File: config.mk
export PLATFORM = sky130hd
export DESIGN_NAME = key_tone_sequencer
export DESIGN_NICKNAME = d
export VERILOG_FILES = /design/src/rtl/key_tone_sequencer.sv
export SDC_FILE = /design/constraint.sdc
export NUM_CORES = 1
export LEC_CHECK = 0
export ABC_AREA = 0
export CAP_MARGIN = 20
export CELL_PAD_IN_SITES_DETAIL_PLACEMENT = 1
export CELL_PAD_IN_SITES_GLOBAL_PLACEMENT = 1
export CORE_ASPECT_RATIO = 2
export CORE_MARGIN = 2
export CORE_UTILIZATION = 39
export CTS_BUF_LIST = sky130_fd_sc_hd__clkbuf_4 sky130_fd_sc_hd__clkbuf_8
export CTS_CLUSTER_DIAMETER = 80
export CTS_CLUSTER_SIZE = 25
export DETAILED_ROUTE_END_ITERATION = 6
export PLACE_DENSITY_LB_ADDON = 0.1
export SYNTH_ARGS = -nofsm -noshare
export SYNTH_HDL_FRONTEND = slang
export SYNTH_SLANG_ARGS = --single-unit
export TNS_END_PERCENT = 10
File: constraint.sdc
create_clock -name clk -period 4.2 [get_ports clk]
set_clock_uncertainty 0.15 [all_clocks]
set_input_delay 0.42 -clock clk [delete_from_list [all_inputs] [get_ports clk]]
set_output_delay 0.42 -clock clk [all_outputs]
set_load 0.01 [all_outputs]
File: src/rtl/key_tone_sequencer.sv
// Key-driven tone sequencer: decodes PS/2 make/break/extended scancodes into one
// active note and generates that note's square wave from a half-period counter.
module key_tone_sequencer #(
    parameter int CLK_HZ = 50_000_000,
    parameter int CW     = 17
) (
    input  logic       clk,
    input  logic       rst,
    input  logic [7:0] code,
    input  logic       code_valid,
    input  logic       enable,
    output logic       tone,
    output logic       note_active,
    output logic [2:0] note_idx
);

    localparam logic S_IDLE = 1'b0;
    localparam logic S_PLAY = 1'b1;

    localparam logic [7:0] CODE_BREAK = 8'hF0;
    localparam logic [7:0] CODE_EXT   = 8'hE0;

    // Note frequencies are given in millihertz so the rounding stays in integer math.
    function automatic logic [CW-1:0] half_period(input longint f_mhz);
        longint num;
        num = longint'(CLK_HZ) * 64'd1000 + f_mhz;
        return CW'(num / (64'd2 * f_mhz));
    endfunction

    localparam logic [CW-1:0] LIM_C4 = half_period(64'd261626);
    localparam logic [CW-1:0] LIM_D4 = half_period(64'd293665);
    localparam logic [CW-1:0] LIM_E4 = half_period(64'd329628);
    localparam logic [CW-1:0] LIM_F4 = half_period(64'd349228);
    localparam logic [CW-1:0] LIM_G4 = half_period(64'd391995);
    localparam logic [CW-1:0] LIM_A4 = half_period(64'd440000);
    localparam logic [CW-1:0] LIM_B4 = half_period(64'd493883);
    localparam logic [CW-1:0] LIM_C5 = half_period(64'd523251);

    logic          state_q, state_d;
    logic          brk_q, brk_d;
    logic          ext_q, ext_d;
    logic [2:0]    idx_q, idx_d;
    logic [CW-1:0] limit_q, limit_d;
    logic [CW-1:0] cnt_q, cnt_d;
    logic          tone_q, tone_d;

    logic          key_hit;
    logic [2:0]    key_idx;
    logic [CW-1:0] key_limit;

    // NOTE: every signal assigned in always_comb gets a default first, so no path can infer a latch.
    always_comb begin
        key_hit = 1'b1;
        key_idx = 3'd0;
        case (code)
            8'h1C:   key_idx = 3'd0;
            8'h1B:   key_idx = 3'd1;
            8'h23:   key_idx = 3'd2;
            8'h2B:   key_idx = 3'd3;
            8'h34:   key_idx = 3'd4;
            8'h33:   key_idx = 3'd5;
            8'h3B:   key_idx = 3'd6;
            8'h42:   key_idx = 3'd7;
            default: key_hit = 1'b0;
        endcase
    end

    always_comb begin
        key_limit = LIM_C4;
        case (key_idx)
            3'd0:    key_limit = LIM_C4;
            3'd1:    key_limit = LIM_D4;
            3'd2:    key_limit = LIM_E4;
            3'd3:    key_limit = LIM_F4;
            3'd4:    key_limit = LIM_G4;
            3'd5:    key_limit = LIM_A4;
            3'd6:    key_limit = LIM_B4;
            default: key_limit = LIM_C5;
        endcase
    end

    always_comb begin
        state_d = state_q;
        brk_d   = brk_q;
        ext_d   = ext_q;
        idx_d   = idx_q;
        limit_d = limit_q;
        cnt_d   = cnt_q;
        tone_d  = tone_q;

        if (state_q == S_PLAY && enable) begin
            if (cnt_q < limit_q - CW'(1)) begin
                cnt_d = cnt_q + CW'(1);
            end else begin
                cnt_d  = '0;
                tone_d = ~tone_q;
            end
        end else begin
            cnt_d  = '0;
            tone_d = 1'b0;
        end

        // Key events override the counter update; a same-key repeat leaves the phase alone.
        if (code_valid) begin
            if (code == CODE_BREAK) begin
                brk_d = 1'b1;
            end else if (code == CODE_EXT) begin
                ext_d = 1'b1;
            end else if (ext_q) begin
                ext_d = 1'b0;
                brk_d = 1'b0;
            end else if (brk_q) begin
                brk_d = 1'b0;
                if (state_q == S_PLAY && key_hit && key_idx == idx_q) begin
                    state_d = S_IDLE;
                    cnt_d   = '0;
                    tone_d  = 1'b0;
                end
            end else if (key_hit && (state_q == S_IDLE || key_idx != idx_q)) begin
                state_d = S_PLAY;
                idx_d   = key_idx;
                limit_d = key_limit;
                cnt_d   = '0;
                tone_d  = 1'b0;
            end
        end
    end

    // NOTE: sequential state uses non-blocking assignments so all registers update together.
    always_ff @(posedge clk or posedge rst) begin
        if (rst) begin
            state_q <= S_IDLE;
            brk_q   <= 1'b0;
            ext_q   <= 1'b0;
            idx_q   <= 3'd0;
            limit_q <= '0;
            cnt_q   <= '0;
            tone_q  <= 1'b0;
        end else begin
            state_q <= state_d;
            brk_q   <= brk_d;
            ext_q   <= ext_d;
            idx_q   <= idx_d;
            limit_q <= limit_d;
            cnt_q   <= cnt_d;
            tone_q  <= tone_d;
        end
    end

    assign tone        = tone_q;
    assign note_active = (state_q == S_PLAY);
    assign note_idx    = idx_q;

endmodule

==> GITHUB_STEP_SUMMARY <==
## Synthesis and layout report

| Metric | Value |
|---|---|
| Sw Share | 31.8% |
| Seq area share | about a third |
| Syn nets | approximately 310 |
| Adder share | 8.44% |
| Grt met2 use | roughly 38% |
| Core Rows | 42 |
| Critical path endpoint category | flop |
| CP startpoint | limit_q[2]$_DFFE_PP0P_ |
| Logic power comb | 0.000269 W |
| Hold WC Path Type | reg -> reg |
| Clock Sinks | about 40 |
| Largest cell class | multi-input combinational cells |
| Most frequent cells in the layout | 40 x dfrtp_1, 35 x nand2_1, 32 x nor2_1 |
| Metal3 WL | approximately 110 um |
| Total CTS buffers | 5 |
| Leakage | about 1.3 nW |
| Startpoint types | flop |
| Most frequent cell after synthesis | dfrtp_1 |
| EDFF count, synth | 0 |
| First-pass GRT wire length | 10.9 mm |
| Placed cell count | around 380 |
| Diode count | 0 |
| P_seq | ~0.00047 W |
| Post-Place Cell Area | around 0.0029 mm2 |
| Hold path cells | 2 |
| Hold Startpoint | limit_q[16]$_DFFE_PP0P_ |
| #MultiIn Comb | 226 |
| Layout net count | ~330 |
| Crit path max fanout | 17 |
| Chip area | about 0.0076 mm2 |
| Share of cells above drive strength 1 | under 10% |
| Critical R2R Launch | limit_q[2]$_DFFE_PP0P_ |
| Biggest consumer | sequential cells |
| Reg2reg path depth | 12 |
| Clock Power Share | a little under a third |
| Peak VDD IR | 164 uV |
| PwrDens | 352 mW/mm2 |
| # clk buffers | 5 |
| Top cells by area | dfrtp_1 38%, ha_1 8.4%, xnor2_1 6.2% |
| Routed vias/inst | 5.35 |
| Hold_buf cts | 0 |
| Cycle use final | just under 90% |
| Yosys xor share | between 10% and 20% |
| Overall routed net length | ~6.2 mm |
| Psw | 0.000335 W |
| Reg-to-Reg End | cnt_q[3]$_DFF_PP0_ |
| Slew @ Worst Pin | around 0.57 ns |
| TAP cells | ~88 |
| YS warnings | 0 |
| GP Congestion | slightly below 0.8 |
| And+or+nand+nor area frac | 23.2% |
| Clock Latency Late Sink | roughly 0.30 ns |
| Critical-path cell list | nor2_1 > nand4b_1 > nor3_1 > nand2_1 > xor2_1 > ha_1 > and4_1 > a21oi_1 > a21oi_1 > a2111oi_2 > o2111ai_4 > nor2_1 |
| Place WS | ~0.45 ns |
| FP Core Util | 40.3% |
| Clock Tree Root | clkbuf_8 |
| Initial antenna violation count | 0 |
| Sequential cells | around 40 |
| Worst Hold End | limit_q[16]$_DFFE_PP0P_ |
| Final setup fails | 0 |
| Signal buffers share of area | ~6.6% |
| CTS tree | yes |
| Antenna-violating nets left | 0 |
| Tmin final | between 3 and 4 ns |
| Top cell excl fill/tap | dfrtp_1 |
| Tool warnings | 26 |
| Critical path class | reg -> reg |
| DR pass1 iterations | 4 |
| Total power | approximately 0.0011 W |
| Worst EP required | approximately 4.3 ns |
| Largest net degree at the start of global routing | between 40 and 50 |
| Postcts setup bufs | 0 |
| Vias in the first global route | roughly 2,300 |
| FILL cells | around 800 |
| Max stage delay on crit path | 0.50 ns |
| Clk pwr | roughly 0.00032 W |
| Outcome | finished, final reports clean |
| DR top layer | met4 |
| Share of power burned in registers | roughly 44% |
| Yosys stat chip area | ~0.0027 mm2 |
| Slew margin rel. | 62.2% |
| Final setup TNS | 0 ns |
| Mapped cell area | about 0.0027 mm2 |
| Worst reg2reg setup slack | ~0.53 ns |
| Clk tree area frac | around 3.7% |
| Worst-path clk slew | approximately 0.08 ns |
| Post-synth top cells | 40 x dfrtp_1, 35 x nand2_1, 32 x nor2_1, 19 x xnor2_1, 18 x ha_1 |
| Max-area cell share | 37.5% |
| DRT iter0 DRCs | around 86 |
| CTS Buffer Depth | 2 |
| Wirelength per Cell | 15.8 um |
| GRT Total Usage | 18.7% |
| RSZ-0062 raised after global routing | no |
| Most used routing layer | met2 |
| Comb power frac | between 20% and 30% |
| Synth Seq Share | a little under two fifths |
| Logic family by area | simple AND/OR/NAND/NOR gates |
| Grt ovf | 0 |
| Synth unique cells | roughly 47 |
| Crit path depth | 12 |
| Vias | 2,088 |
| Pint | around 0.00072 W |
| WL met2 | roughly 3.7 mm |
| Achievable Freq | 273 MHz |
==> images/sizes.png <==
Drawn at 4 px/um.
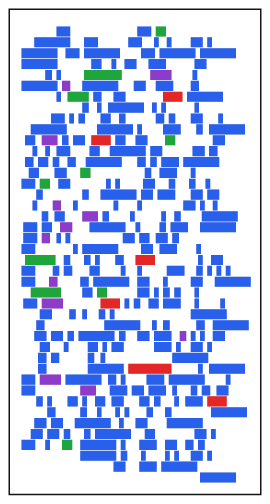
purple -> _2 cells  # cells 12
green -> _3 and _4 cells  # cells 10
red -> _6 and larger  # cells 6
blue -> _0 and _1 cells  # cells 274
area grow syn2layout: 12.3%
setup ws final: 0.534 ns
Non-clk bufs: 21
post-route cell area: 0.00300 mm2

==> images/wires.png <==
Drawn at 4 px/um. Two of the layers only.
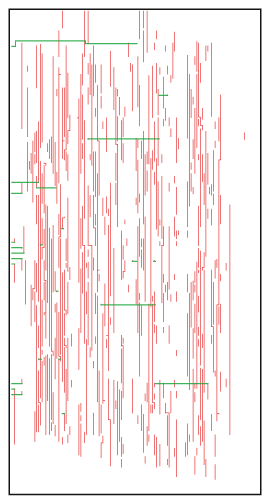
red -> metal 2  # wire length 3,690 um
green -> metal 3  # wire length 112 um

==> images/io_fan.png <==
Drawn at 3 px/um.
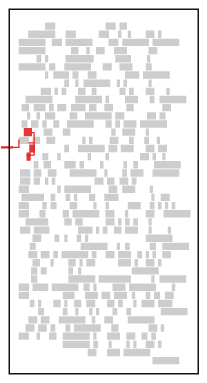
red -> code_valid  # bits 1, direction input, end cells 3, buffers 1, wire 18.0 um
IO Count: 17
Buffers on Ports: 16

==> images/io_placement.png <==
Drawn at 4 px/um. Pins as bars across the die edge, other pins in gray.
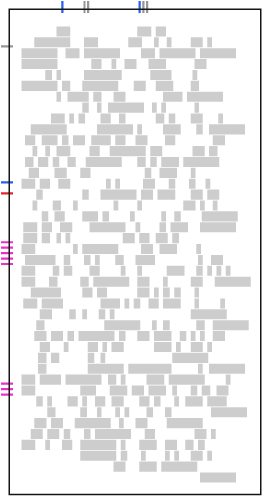
red -> code_valid  # pins 1, direction input, edge left
blue -> note_idx  # pins 3, direction output, edge 2 top, 1 left
magenta -> code  # pins 8, direction input, edge left
Die Ht: 121 um
Horiz. Die Dim: 62.5 um

==> images/placement.png <==
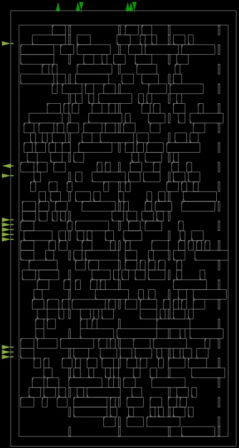
Non-Filler Instances: 390
core footprint: 0.00662 mm2

Power is estimated from default activity; no workload was simulated.
